Design arb_lru_matrix_reg, sky130hd; sources not shown.
Placement view:
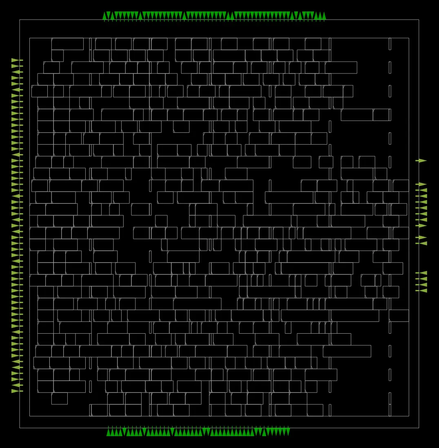
core area: 7610 um2
final core area utilization: 0.631
Flop Count: 47
row count: 32

Wiring heat map:
18 x 19 tiles, from dark blue (low) to red (high), scaled to the fullest tile. Values are wire area over tile area, all layers added.
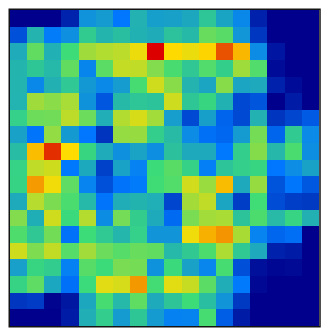
nearly empty tiles: 11%
mean over tiles: 0.18
fullest tile: 0.48
tiles over half the peak: 31%
emptiest ninth of the die: bottom right
final WL: 9.98 mm
wire per inst: 18.4 um

PDN straps and rails:
The bar under the picture is 20 um long. Pins as bars on the die edge. Tap cells in gray.
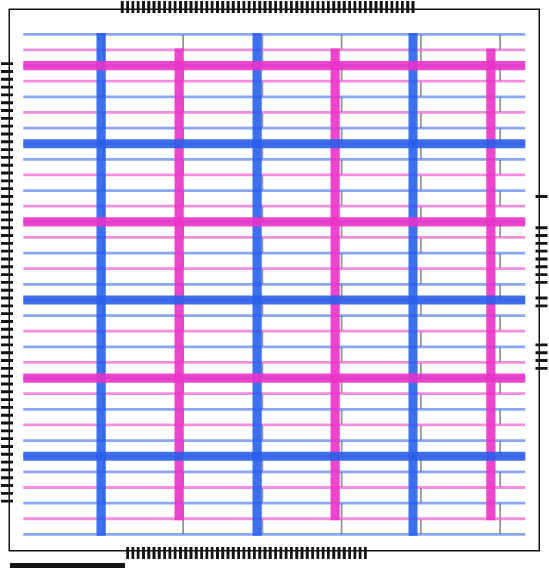
| color | net |
|---|---|
| blue | VSS |
| magenta | VDD |
met4 straps: 6
signal pins: 174
DIE HEIGHT: 94 um
VDD IR-drop max: 290 uV
Die W: 92 um

Placed cells, one color a class:
Fill, decap, tap and diode cells in gray.
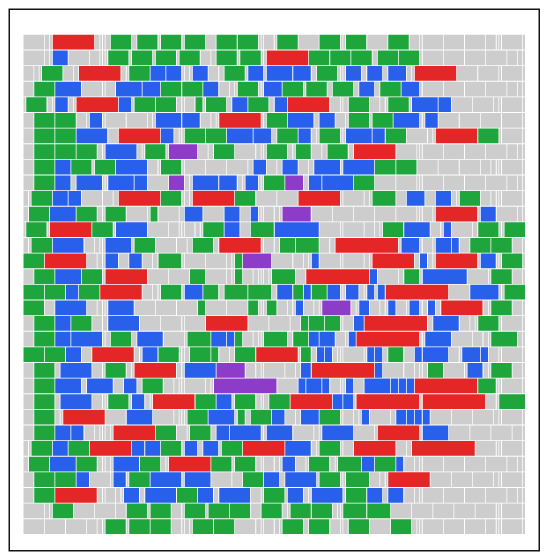
| color | class | cells |
|---|---|---|
| red | flip-flops | 47 |
| green | other buffers and delay cells | 205 |
| blue | all other logic | 181 |
| purple | clock drivers and dummy loads | 8 |
flop share of the area: 0.217
design area: 4800 um2

Nets reached from selected ports:
The bar under the picture is 20 um long.
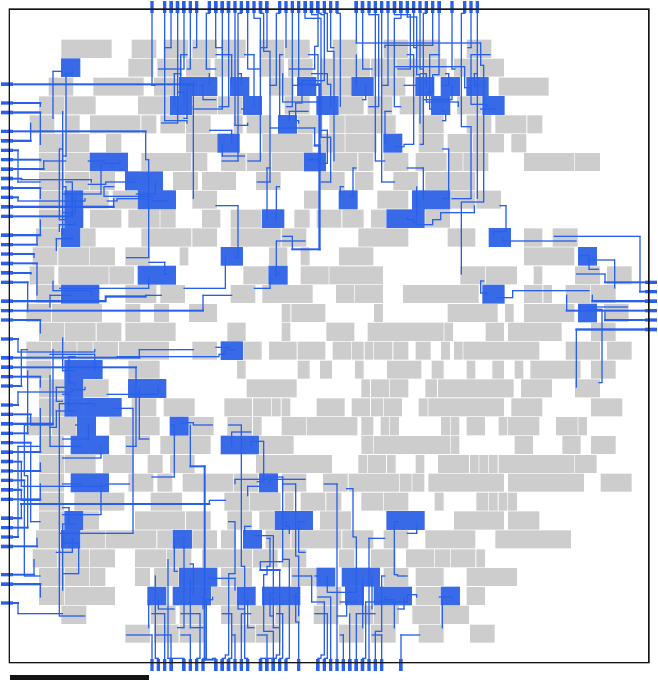
| color | port | direction | end cells | buffers | wire |
|---|---|---|---|---|---|
| blue | v_pld_s | input | 64 | 128 | 2790 um |
IO Count: 174
Port-buffer cells: 172

==> out/qor.yml <==
sta:
  skew_ns: 0.0101
  timing.fmax_ghz: 0.428
  worst_slack_ns: 0.0649
  worstMarginPinSlew_ns: 0.744
critical_path:
  reg2regPathDepth: 8
cells_and_area:
  syn_to_final_growth_pct: 74.5
  num-nonclk-buffers: 205
  num_antenna_cells: 0
  comb_area_um2: 1540
pwr:
  seqPwrFrac: 0.341
  p_comb_frac: 0.451
  p_clk_uw: 615
  internal-power_mw: 1.93
die:
  taps: 102
place:
  hpwlAfterDp_mm: 7.59
  place_congestion: 0.831
  place_area_um2: 4600
  placedCellCount: 531
outcome:
  status: "finished clean"
route:
  routed-wl-met3_um: 681
  wl_met2_mm: 5.33
yosys:
  synth-main-ff-cell: "dfxtp_1"
  top_logic_kind: "AND-OR/OR-AND gates"
  edf_count: 10
  mux_share: 0
global_routing:
  antenna_found_initial: 0
  grtUsageTotal: 0.225
clock_tree:
  cts_buffers: 5
  tritoncts: "yes"
  post_cts_resize_count: 23
Power and IR drop assume default switching activity.
